**Run 1: floorplan with the power grid**

Pins as bars on the die edge.
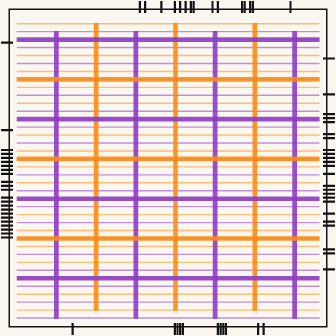
**Run 1: placed cells, one color a class**

Bar = 20 um.
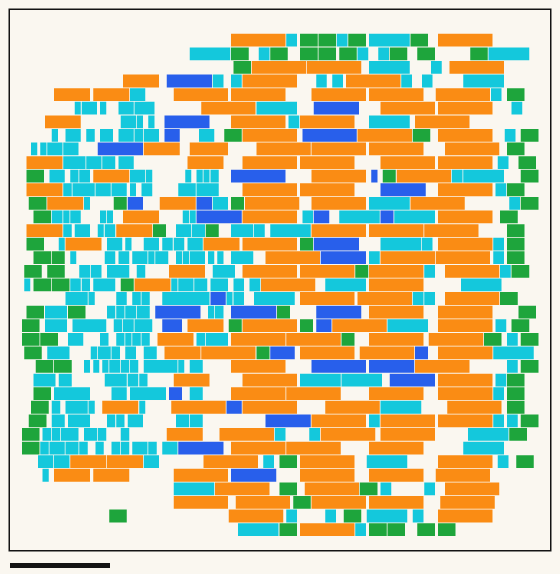
**Run 1: routed clock nets over the placement**

Bar = 20 um.
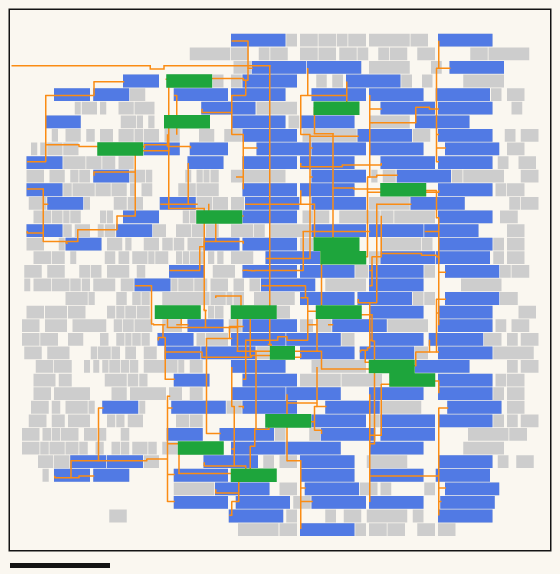
**Run 1: metal layers overlaid**

Two of the layers only.
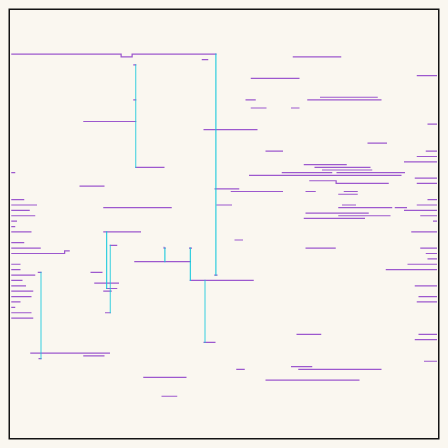
===== src/rtl/fib_pkg.sv =====
// Shared types for the fib request driver: state encoding and the result-entry record.
package fib_pkg;

  localparam int DEF_IDX_W = 5;
  localparam int DEF_F_W   = 20;

  typedef enum logic [1:0] {
    IDLE  = 2'd0,
    ISSUE = 2'd1,
    WAIT  = 2'd2
  } state_e;

  typedef struct packed {
    logic [DEF_IDX_W-1:0] idx;
    logic [DEF_F_W-1:0]   f;
    logic                 last;
    logic                 err;
  } res_entry_t;

endpackage


===== src/rtl/fib_res_fifo.sv =====
// Synchronous result FIFO; a push while full is only taken when a pop frees the slot in the same cycle.
module fib_res_fifo
  import fib_pkg::*;
#(
  parameter int DEPTH = 4
) (
  input  logic       clk,
  input  logic       reset,
  input  logic       push,
  input  res_entry_t push_entry,
  input  logic       pop,
  output res_entry_t head,
  output logic       empty,
  output logic       free
);

  localparam int AW = $clog2(DEPTH);

  logic [AW:0] wr_q, wr_d, rd_q, rd_d;
  res_entry_t  mem_q [DEPTH];
  res_entry_t  mem_d [DEPTH];
  logic        full, do_push, do_pop;

  // Pointers carry one extra wrap bit so full and empty are distinguishable.
  always_comb begin
    empty   = (wr_q == rd_q);
    full    = (wr_q[AW] != rd_q[AW]) && (wr_q[AW-1:0] == rd_q[AW-1:0]);
    free    = !full;
    do_pop  = pop && !empty;
    do_push = push && (!full || do_pop);
    wr_d    = do_push ? wr_q + (AW+1)'(1) : wr_q;
    rd_d    = do_pop ? rd_q + (AW+1)'(1) : rd_q;
    mem_d   = mem_q;
    if (do_push) mem_d[wr_q[AW-1:0]] = push_entry;
    head    = mem_q[rd_q[AW-1:0]];
  end

  always_ff @(posedge clk) begin
    if (reset) begin
      wr_q <= '0;
      rd_q <= '0;
    end else begin
      wr_q <= wr_d;
      rd_q <= rd_d;
    end
  end

  always_ff @(posedge clk) begin
    mem_q <= mem_d;
  end

endmodule


===== src/rtl/fib_req_driver.sv =====
// Issues one fib core request per index of a range command, one outstanding at a time,
// and queues index/value results (or timeout aborts) for a valid/ready consumer.
module fib_req_driver
  import fib_pkg::*;
#(
  parameter int IDX_W       = DEF_IDX_W,
  parameter int F_W         = DEF_F_W,
  parameter int MAX_IDX     = 30,
  parameter int RES_DEPTH   = 4,
  parameter int TIMEOUT_CYC = 1023
) (
  input  logic             clk,
  input  logic             reset,
  input  logic             cmd_valid,
  output logic             cmd_ready,
  input  logic [IDX_W-1:0] cmd_first,
  input  logic [IDX_W-1:0] cmd_count,
  output logic             fib_start,
  output logic [IDX_W-1:0] fib_i,
  input  logic             fib_ready,
  input  logic             fib_done_tick,
  input  logic [F_W-1:0]   fib_f,
  output logic             res_valid,
  input  logic             res_ready,
  output logic [IDX_W-1:0] res_idx,
  output logic [F_W-1:0]   res_f,
  output logic             res_last,
  output logic             res_err,
  output logic             busy,
  output logic             timeout_sticky
);

  localparam int             TW      = $clog2(TIMEOUT_CYC + 1);
  localparam logic [TW-1:0]  TO_LAST = TW'(TIMEOUT_CYC - 1);
  localparam logic [IDX_W:0] MAX_EXT = (IDX_W+1)'(MAX_IDX);

  state_e           state_q, state_d;
  logic [IDX_W-1:0] cur_q, cur_d, last_q, last_d;
  logic [TW-1:0]    timer_q, timer_d;
  logic             sticky_q, sticky_d;
  logic             push, fifo_empty, fifo_free, issue_ok;
  res_entry_t       push_entry, head;
  logic [IDX_W:0]   first_ext, end_ext;

  // Range end is formed one bit wider so first+count cannot wrap before the clamp.
  assign first_ext = {1'b0, cmd_first};
  assign end_ext   = first_ext + {1'b0, cmd_count};
  // A request only goes out when its result is guaranteed a FIFO slot.
  assign issue_ok  = fib_ready && fifo_free;

  always_ff @(posedge clk) begin
    if (reset) begin
      state_q  <= IDLE;
      cur_q    <= '0;
      last_q   <= '0;
      timer_q  <= '0;
      sticky_q <= 1'b0;
    end else begin
      state_q  <= state_d;
      cur_q    <= cur_d;
      last_q   <= last_d;
      timer_q  <= timer_d;
      sticky_q <= sticky_d;
    end
  end

  always_comb begin
    state_d    = state_q;
    cur_d      = cur_q;
    last_d     = last_q;
    timer_d    = timer_q;
    sticky_d   = sticky_q;
    push       = 1'b0;
    push_entry = '0;
    unique case (state_q)
      IDLE: begin
        if (cmd_valid) begin
          if (first_ext > MAX_EXT) begin
            push       = 1'b1;
            push_entry = '{idx: cmd_first, f: '0, last: 1'b1, err: 1'b1};
          end else begin
            cur_d   = cmd_first;
            last_d  = (end_ext > MAX_EXT) ? MAX_EXT[IDX_W-1:0] : end_ext[IDX_W-1:0];
            state_d = ISSUE;
          end
        end
      end
      ISSUE: begin
        if (issue_ok) begin
          timer_d = '0;
          state_d = WAIT;
        end
      end
      WAIT: begin
        // A tick in the timeout cycle still counts as a normal result.
        if (fib_done_tick) begin
          push       = 1'b1;
          push_entry = '{idx: cur_q, f: fib_f, last: (cur_q == last_q), err: 1'b0};
          if (cur_q == last_q) begin
            state_d = IDLE;
          end else begin
            cur_d   = cur_q + IDX_W'(1);
            state_d = ISSUE;
          end
        end else if (timer_q == TO_LAST) begin
          push       = 1'b1;
          push_entry = '{idx: cur_q, f: '0, last: 1'b1, err: 1'b1};
          sticky_d   = 1'b1;
          state_d    = IDLE;
        end else begin
          timer_d = timer_q + TW'(1);
        end
      end
      default: state_d = IDLE;
    endcase
  end

  always_comb begin
    cmd_ready      = (state_q == IDLE);
    busy           = (state_q != IDLE);
    fib_start      = (state_q == ISSUE) && issue_ok && !reset;
    fib_i          = cur_q;
    timeout_sticky = sticky_q;
    res_valid      = !fifo_empty;
    res_idx        = fifo_empty ? '0 : head.idx;
    res_f          = fifo_empty ? '0 : head.f;
    res_last       = !fifo_empty && head.last;
    res_err        = !fifo_empty && head.err;
  end

  fib_res_fifo #(
    .DEPTH(RES_DEPTH)
  ) u_res_fifo (
    .clk       (clk),
    .reset     (reset),
    .push      (push),
    .push_entry(push_entry),
    .pop       (res_ready && !fifo_empty),
    .head      (head),
    .empty     (fifo_empty),
    .free      (fifo_free)
  );

endmodule


===== config.mk =====
export PLATFORM = sky130hd
export DESIGN_NAME = fib_req_driver
export DESIGN_NICKNAME = d
export VERILOG_FILES = /design/src/rtl/fib_pkg.sv /design/src/rtl/fib_res_fifo.sv /design/src/rtl/fib_req_driver.sv
export SDC_FILE = /design/constraint.sdc
export NUM_CORES = 1
export LEC_CHECK = 0
export CAP_MARGIN = 20
export CORE_MARGIN = 2
export CORE_UTILIZATION = 56
export DETAILED_ROUTE_END_ITERATION = 7
export GPL_TIMING_DRIVEN = 1
export PLACE_DENSITY = 0.83
export SLEW_MARGIN = 20
export SYNTH_ARGS = -nofsm -noshare
export SYNTH_HDL_FRONTEND = slang
export SYNTH_SLANG_ARGS = --single-unit

===== constraint.sdc =====
create_clock -name clk -period 3.56 [get_ports clk]
set_clock_uncertainty 0.05 [all_clocks]
set_input_delay 0.356 -clock clk [delete_from_list [all_inputs] [get_ports clk]]
set_output_delay 0.356 -clock clk [all_outputs]
set_load 0.02 [all_outputs]

==> flow_metrics.py, run 1 <==
# Physical implementation metrics
metrics = {
    "power": {
        "finalPower_mw": 3.91,
        "p_sw_uw": 899,
        "pg_seq_mw": 1.76,
        "p_int_mw": 3.01,
        "comb-power_uw": 377,
        "power.group.top": "the clock network",
        "combPwrFrac_pct": 9.6,
    },
    "grt": {
        "antenna_found_initial": 0,
        "grt_overflow_total": 0,
        "grt_util_all_layers_pct": 23.1,
    },
    "worst_setup_path": {
        "worstRegToRegCells": 6,
        "crit_family": "buffers and inverters",
        "rrSetupSlack_ps": 950,
        "path_max_fanout": 12,
        "slowest_stage": "dfxtp_2",
        "r2r-start": "timer_q[1]",
    },
    "yosys": {
        "top_logic_kind": "simple AND/OR/NAND/NOR gates",
        "synth_xor_xnor_area_share_pct": 3.32,
        "async_reset_ff_share_pct": 0,
        "common_cells": "edfxtp_1 (108), and2_1 (55), dfxtp_1 (29)",
        "yosysTopAreaCellShare_pct": 53.5,
        "area_leaders": "edfxtp_1 (53%), mux4_2 (10%), dfxtp_1 (9.6%)",
        "synth_area_um2": 6060,
        "ys_warn_count": 0,
        "edf_count": 108,
        "synth.avg_cell_area_um2": 15.0,
    },
    "route": {
        "ant_nets": 0,
        "routed_wl_um": 12400,
        "drt_iter0_markers": 252,
        "firstDrtPassIters": 4,
    },
    "cells_and_area": {
        "reg_top3": "u_res_fifo.mem_q: 108 flops, timer_q: 10 flops",
        "drive_gt1_share_pct": 16.8,
        "fin_cells": 641,
    },
    "hold_path": {
        "hp-class": "flip-flop to flip-flop",
        "min_to": "timeout_sticky",
    },
    "cts": {
        "clk_pin_slew_worst_paths_ps": 60,
        "ctsResizeCount": 0,
        "cts_buffer_depth": 2,
        "clock_sinks": 137,
    },
    "floorplanning": {
        "fp_util_pct": 58.2,
    },
    "timing": {
        "rsz0062_at_grt": "false",
        "clock.fmax_mhz": 326,
        "slew_headroom_pct": 68.9,
        "period_used_pct": 86.1,
        "slew_viol_final": 0,
        "setup_tns_ps": 0,
    },
    "outcome": {
        "status": "finished clean",
    },
    "place": {
        "globalplace.congestion": 0.866,
    },
}
## Picture notes: 'floorplan with the power grid'
[purple] VSS
[orange] VDD
met5 straps: 7
signal pins: 73
met4 straps: 7
Die Y: 108 um
core box area: 10400 um2
VDD IR max: 0.332 mV
width of the die: 108 um

## Picture notes: 'placed cells, one color a class'
[orange] registers | cells: 137
[blue] clock drivers and dummy loads | cells: 32
[cyan] remaining logic cells | cells: 250
[green] remaining buffers and delay cells | cells: 86
fin area: 7580 um2
# rows: 37
sequential cell area share: 50.4%
fin util: 72.8%

## Picture notes: 'routed clock nets over the placement'
[orange] clock wires | length: 1490 um
[blue] flip-flops | count: 137
[green] clock-net drivers | count: 17
routed clock nets: 18
clock power share: 45.2%
clock group power: 1.77 mW
Worst-Skew Late Latency: 510 ps

## Picture notes: 'metal layers overlaid'
[cyan] M4 | wire length: 162 um
[purple] M3 | wire length: 774 um
routed vias: 3739
post-DR wirelength/cell: 19.4 um

## run 1: stage by stage
step | setup slack [ps] | hold WS (ps)
CTS | 436 | 405
detailed placement | 579 | 391
global route | 338 | 440
floorplan | 1070 | 403
finish | 493 | 401
global placement | 639 | 388
## run 1: area by class of cell
type,count,share of cell area [%]
sequential,137,50.4
multi-input combinational,241,28.0
timing repair buffer,86,10.9
clock buffer,18,5.51
clock inverter,14,2.44
tap,136,2.24
inverter,9,0.445
## run 1: routing by layer
metal | vias up | track usage [%] | part of all wire, %
met5 | - | 0 | 0
met4 | 0 | 8.06 | 1.3
met3 | 19 | 6.03 | 6.2
met2 | 165 | 39.7 | 53
met1 | 1850 | 28.4 | 40
li1 | 1705 | - | -
==> run 2: changes to the inputs <==
- PLACE_DENSITY: 0.83 -> 0.8
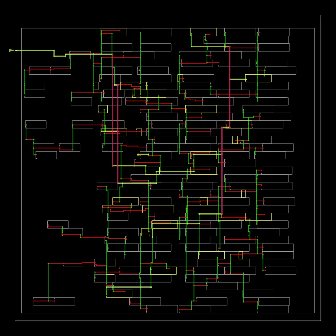
**Above:** run 2 (clock wiring as the flow saved it).
clock group power: 1.69 mW
Worst-Skew Late Latency: 520 ps
flop count: 137
Num Clock Sinks: 137

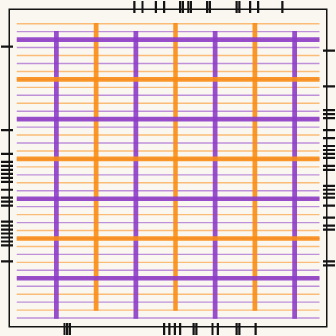
**Above:** run 2 (floorplan with the power grid).
Pins as bars on the die edge.
[purple] VSS
[orange] VDD
rows: 37
signal pins: 73
VDD IR max: 0.325 mV

==> run 2 against run 1 <==
Fmax decreased by 0.96%. Largest cell class unchanged. Register-to-register slack improved by 100 ps. Clock-buffer cell count unchanged.
==> flow_metrics.py, run 2 <==
# Physical implementation metrics
metrics = {
    "outcome": {
        "status": "finished clean",
    },
    "route": {
        "routedWlPerCell_um": 19.4,
        "routed_wl_um": 12400,
        "ant_nets": 0,
        "wl_met2_um": 6590,
        "firstDrtPassIters": 4,
        "m1WireLength_um": 5070,
        "highest_layer": "met4",
        "vias": 3720,
    },
    "timing": {
        "rsz0062_at_grt": "false",
        "setup_ws_ps": 463,
        "slew_viol_final": 0,
        "setup_tns_ps": 0,
        "clock.fmax_mhz": 323,
        "slew_headroom_pct": 63.0,
    },
    "grt": {
        "met3_usage_pct": 4.52,
        "top_usage_layer": "met2",
        "met1_usage_pct": 27.7,
        "grt_use_met2_pct": 40.4,
        "grt_overflow_total": 0,
    },
    "floorplanning": {
        "die_y_um": 108,
        "core-area_um2": 10400,
        "die_x_um": 108,
    },
    "power": {
        "combPwrFrac_pct": 9.9,
        "finalPower_mw": 3.83,
        "p_int_mw": 2.98,
    },
    "worst_setup_path": {
        "r2r-start": "state_q[0]",
        "path_max_fanout": 28,
    },
    "yosys": {
        "top_logic_kind": "simple AND/OR/NAND/NOR gates",
        "ys_warn_count": 0,
        "yosysTopAreaCellShare_pct": 53.5,
        "synth.avg_cell_area_um2": 15.0,
        "area_leaders": "edfxtp_1 (53%), mux4_2 (10%), dfxtp_1 (9.6%)",
    },
    "cells_and_area": {
        "drive_gt1_share_pct": 15.9,
        "fin_cells": 638,
        "finalInstanceArea_um2": 7530,
    },
    "cts": {
        "ctsResizeCount": 0,
        "cts_buffer_depth": 2,
    },
}
## run 2: cell types whose count changed in the layout (fill, tap and decap cells not counted)
cell / delta
inv_6: -5
clkinv_2: +4
buf_4: -3
clkinv_1: +2
clkinv_4: -1
clkinvlp_4: +1
inv_8: -1
## run 2: worst max-delay path, stage by stage (launching register included)
cell	delay, ps
dfxtp_2	360
buf_4	480
mux4_2	590
and2_1	200
clkdlybuf4s50_1	540
## run 2: final cells by class
cell class	count	area [um2]	share of cell area, %
timing repair buffer	83	803	10.7
clock inverter	14	156	2.08
clock buffer	18	418	5.55
multi-input combinational	241	2130	28.2
inverter	9	33.8	0.449
sequential	137	3820	50.8
tap	136	170	2.26
No activity file was given, so power comes from the tool's default toggle rates.
